### src/rtl/serial_operand_serializer.sv
// Bit-serial adder front end: accepts an operand pair plus carry-in, then streams
// the operands LSB-first one bit pair per clock and closes each frame with adder_clr.
module serial_operand_serializer #(
  parameter int WIDTH = 4
) (
  input  logic             clk,
  input  logic             reset,
  input  logic             in_valid,
  output logic             in_ready,
  input  logic [WIDTH-1:0] in_a,
  input  logic [WIDTH-1:0] in_b,
  input  logic             in_cin,
  input  logic             abort,
  output logic             a_bit,
  output logic             b_bit,
  output logic             cin_bit,
  output logic             bit_valid,
  output logic             first_bit,
  output logic             last_bit,
  output logic             adder_clr,
  output logic             done,
  output logic [1:0]       dbg_state
);

  localparam int CW = $clog2(WIDTH + 1);
  localparam logic [CW-1:0] LAST = CW'(WIDTH - 1);

  // Handshake: a pair transfers on a rising edge where in_valid && in_ready;
  // in_ready is high only in IDLE, and in_valid is ignored everywhere else.
  typedef enum logic [1:0] {
    IDLE  = 2'd0,
    SHIFT = 2'd1,
    CLOSE = 2'd2
  } state_t;

  state_t           state, state_n;
  logic [WIDTH-1:0] sh_a, sh_b, sh_a_n, sh_b_n;
  logic [CW-1:0]    count, count_n;
  logic             a_n, b_n, cin_n, valid_n, first_n, last_n, clr_n, done_n;

  always_ff @(posedge clk or posedge reset) begin
    if (reset) state <= IDLE;
    else       state <= state_n;
  end

  // State names what the registered outputs show; bit i is on the wires while count==i.
  always_comb begin
    state_n = state;
    sh_a_n  = sh_a;
    sh_b_n  = sh_b;
    count_n = count;
    a_n     = 1'b0;
    b_n     = 1'b0;
    cin_n   = 1'b0;
    valid_n = 1'b0;
    first_n = 1'b0;
    last_n  = 1'b0;
    clr_n   = 1'b0;
    done_n  = 1'b0;
    case (state)
      IDLE: begin
        if (in_valid) begin
          state_n = SHIFT;
          sh_a_n  = in_a;
          sh_b_n  = in_b;
          count_n = '0;
          a_n     = in_a[0];
          b_n     = in_b[0];
          cin_n   = in_cin;
          valid_n = 1'b1;
          first_n = 1'b1;
          last_n  = (LAST == '0);
        end
      end
      SHIFT: begin
        if (abort) begin
          state_n = CLOSE;
          clr_n   = 1'b1;
        end else if (count == LAST) begin
          state_n = CLOSE;
          clr_n   = 1'b1;
          done_n  = 1'b1;
        end else begin
          sh_a_n  = sh_a >> 1;
          sh_b_n  = sh_b >> 1;
          count_n = count + CW'(1);
          a_n     = sh_a_n[0];
          b_n     = sh_b_n[0];
          valid_n = 1'b1;
          last_n  = (count_n == LAST);
        end
      end
      CLOSE: state_n = IDLE;
      default: state_n = IDLE;
    endcase
  end

  always_ff @(posedge clk or posedge reset) begin
    if (reset) begin
      sh_a      <= '0;
      sh_b      <= '0;
      count     <= '0;
      a_bit     <= 1'b0;
      b_bit     <= 1'b0;
      cin_bit   <= 1'b0;
      bit_valid <= 1'b0;
      first_bit <= 1'b0;
      last_bit  <= 1'b0;
      adder_clr <= 1'b0;
      done      <= 1'b0;
    end else begin
      sh_a      <= sh_a_n;
      sh_b      <= sh_b_n;
      count     <= count_n;
      a_bit     <= a_n;
      b_bit     <= b_n;
      cin_bit   <= cin_n;
      bit_valid <= valid_n;
      first_bit <= first_n;
      last_bit  <= last_n;
      adder_clr <= clr_n;
      done      <= done_n;
    end
  end

  assign in_ready  = (state == IDLE);
  assign dbg_state = state;

endmodule
### config.mk
export PLATFORM = sky130hd
export DESIGN_NAME = serial_operand_serializer
export DESIGN_NICKNAME = d
export VERILOG_FILES = /design/src/rtl/serial_operand_serializer.sv
export SDC_FILE = /design/constraint.sdc
export NUM_CORES = 1
export LEC_CHECK = 0
export ABC_AREA = 1
export CAP_MARGIN = 20
export CORE_UTILIZATION = 40
export DETAILED_ROUTE_END_ITERATION = 8
export PLACE_DENSITY = 0.65
export SETUP_SLACK_MARGIN = 0.15
export SYNTH_ARGS = -nofsm -noshare
export SYNTH_HDL_FRONTEND = slang
export SYNTH_SLANG_ARGS = --single-unit
### constraint.sdc
create_clock -name clk -period 4.2 [get_ports clk]
set_clock_uncertainty 0.05 [all_clocks]
set_input_delay 0.84 -clock clk [delete_from_list [all_inputs] [get_ports clk]]
set_output_delay 0.84 -clock clk [all_outputs]
set_load 0.01 [all_outputs]
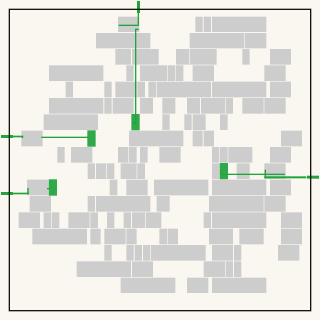
**Above:** run 1 (nets reached from selected ports).
Drawn at 6 px/um.
| port | color | direction | edge | end cells | buffers | wire |
|---|---|---|---|---|---|---|
| in_a | green | input | 2 left, 1 right, 1 top | 4 | 4 | 54.6 um |

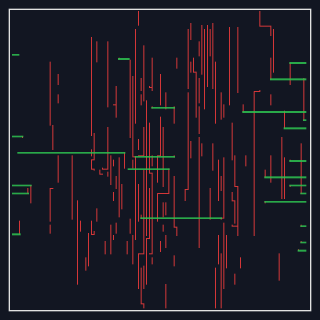
**Above:** run 1 (wiring by layer).
Drawn at 6 px/um. Two of the layers only.
| layer | color | wire length |
|---|---|---|
| metal 3 | green | 103 um |
| metal 2 | red | 787 um |

==> results.toml, run 1 <==
# generated from flow reports
[status]
status = "completed"

[route]
routed_wl_um = 1699
dr_wl_met2_um = 787
wl_per_cell_um = 11.56
wl_met1_um = 775
vias = 685
dr.first_iter.drc_count = 3
ant_nets = 0

[final_timing]
grt_setup_unrepaired = "no"
setup_ws_ns = 1.667
period_minus_slack_ns = 2.533
finalSetupViolCount = 0

[critical_path]
cp.arrival_ns = 1.64
crit_end = "in_ready"
regToRegStartpoint = "count[0]$_DFFE_PP0P_"
crit_fanout = 11

[power]
p_total_mw = 0.6721
intPower_mw = 0.4080
p_leak_nw = 0.5975
power_frac_comb = 0.418

[cts]
numCtsBuffers = 3
insertion_delay_ns = 0.30
post-cts-setup-buffers = 0
clock-root-buffer = "clkbuf_4"
cts-htree-levels = 1
cts_tree = "yes"

[cells_and_area]
inverters = 9
layout_top_cells = "nand2_1, clkdlybuf4s50_1, dfrtp_1"
comb-cell-share = 0.3170
nonClkBufAreaFrac = 0.1957
flop_area_um2 = 475.5
comb.multi_input.count = 64
stdcell_area_um2 = 1176

[synthesis]
edf_count = 0
synth_cells = 95
fp_nets = 111
yosysWarnings = 0
logic_family = "simple AND/OR/NAND/NOR gates"

[floorplanning]
die_x_um = 49.98
io_pins = 24
num_rows = 17

[global_route]
antenna_found_initial = 0

[placement]
place.gp.congestion = 0.7372
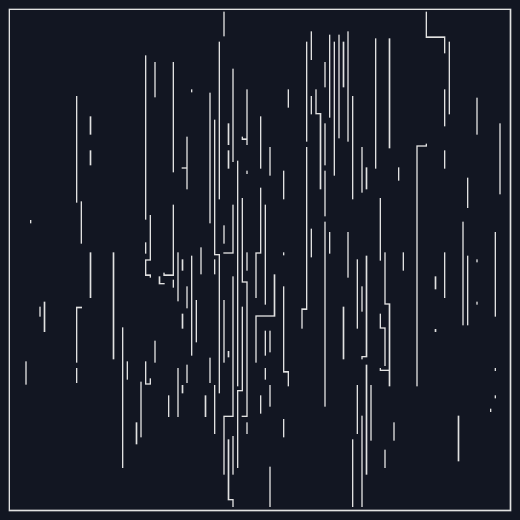
**Above:** run 1 (the metal 2 layer).
Drawn at 10 px/um.
nets with wire on the layer: 103
main direction: vertical
longest straight run: 24.0 um
wire length on this layer: 787 um
share of all routed wire: 46%

==> run 1: worst min path at each step <==
stage,slack [ns],startpoint,endpoint,cells after the start
floorplan,0.43,sh_b[1]$_DFFE_PP0P_,b_bit$_DFF_PP0_,2
global placement,0.44,sh_a[3]$_DFFE_PP0P_,sh_a[3]$_DFFE_PP0P_,2
detailed placement,0.45,sh_b[3]$_DFFE_PP0P_,sh_b[3]$_DFFE_PP0P_,2
CTS,0.47,sh_b[3]$_DFFE_PP0P_,sh_b[3]$_DFFE_PP0P_,2
global route,0.51,sh_a[3]$_DFFE_PP0P_,sh_a[3]$_DFFE_PP0P_,2
finish,0.47,sh_b[3]$_DFFE_PP0P_,sh_b[3]$_DFFE_PP0P_,2
==> run 2: changes to the inputs <==
==> constraint.sdc (replaced) <==
create_clock -name clk -period 2.4 [get_ports clk]
set_clock_uncertainty 0.05 [all_clocks]
set_input_delay 0.48 -clock clk [delete_from_list [all_inputs] [get_ports clk]]
set_output_delay 0.48 -clock clk [all_outputs]
set_load 0.01 [all_outputs]
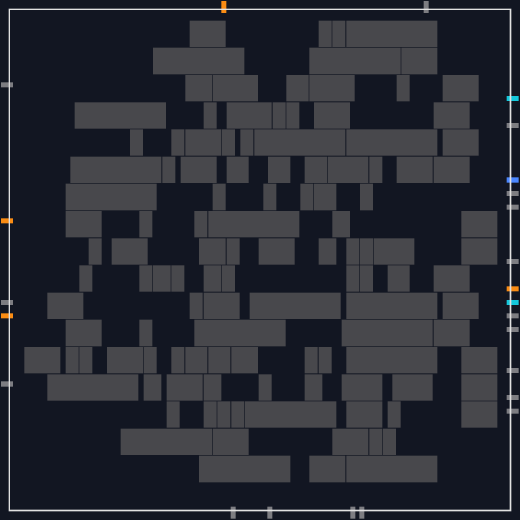
**Above:** run 2 (ports around the boundary).
Drawn at 10 px/um. Pins as bars across the die edge, other pins in gray.
| port | color | pins | direction | edge |
|---|---|---|---|---|
| dbg_state | cyan | 2 | output | right |
| in_a | orange | 4 | input | 2 left, 1 right, 1 top |
| abort | blue | 1 | input | right |
all pins by edge: 13 right, 5 left, 4 bottom, 2 top

==> run 2 against run 1 <==
Worst hold slack worse by 0.0020 ns. Non-clock buffer count unchanged. Total power up 74%. Critical path depth unchanged. Global-route usage down 0.054 points. Final area unchanged.
==> results.toml, run 2 <==
# generated from flow reports
[synthesis]
yosysWarnings = 0
fp_nets = 111
logic_family = "simple AND/OR/NAND/NOR gates"

[cts]
clock-root-buffer = "clkbuf_4"
numCtsBuffers = 3
cts_tree = "yes"
cts-htree-levels = 1
insertion_delay_ns = 0.30

[cells_and_area]
comb-cell-share = 0.3170
layout_top_cells = "nand2_1, clkdlybuf4s50_1, dfrtp_1"
nonClkBufAreaFrac = 0.1957
comb.multi_input.count = 64
inverters = 9

[route]
routed_wl_um = 1648
dr.first_iter.drc_count = 13
wl_per_cell_um = 11.21
vias = 688
dr_wl_met2_um = 820
wl_met1_um = 705

[floorplanning]
die_x_um = 49.98
io_pins = 24
num_rows = 17

[final_timing]
setup_ws_ns = 0.2497
grt_setup_unrepaired = "no"
period_minus_slack_ns = 2.150

[worst_hold_path]
min_from = "sh_b[3]$_DFFE_PP0P_"
min_path_cells = 2

[power]
p_leak_nw = 0.5975
p_total_mw = 1.169
intPower_mw = 0.7141
power_frac_comb = 0.419

[critical_path]
crit_fanout = 11
regToRegStartpoint = "count[0]$_DFFE_PP0P_"
critPathLaunchType = "flip-flop"

[global_route]
antenna_found_initial = 0

[status]
status = "completed"
## run 2: cell counts after synthesis
Identical to the previous run, type by type.
## run 2: how the worst max path moves through the flow
| stage | start | to | slack [ns] | cells past startpoint |
|---|---|---|---|---|
| finish | dbg_state[0]$_DFFE_PP0P_ | in_ready | 0.25 | 2 |
| detailed placement | dbg_state[0]$_DFFE_PP0P_ | in_ready | 0.57 | 2 |
| floorplan | count[0]$_DFFE_PP0P_ | sh_a[1]$_DFFE_PP0P_ | 0.95 | 7 |
| global placement | dbg_state[0]$_DFFE_PP0P_ | in_ready | 0.56 | 2 |
| CTS | dbg_state[0]$_DFFE_PP0P_ | in_ready | 0.22 | 2 |
| global route | dbg_state[0]$_DFFE_PP0P_ | in_ready | 0.17 | 2 |
Power and IR drop assume default switching activity.
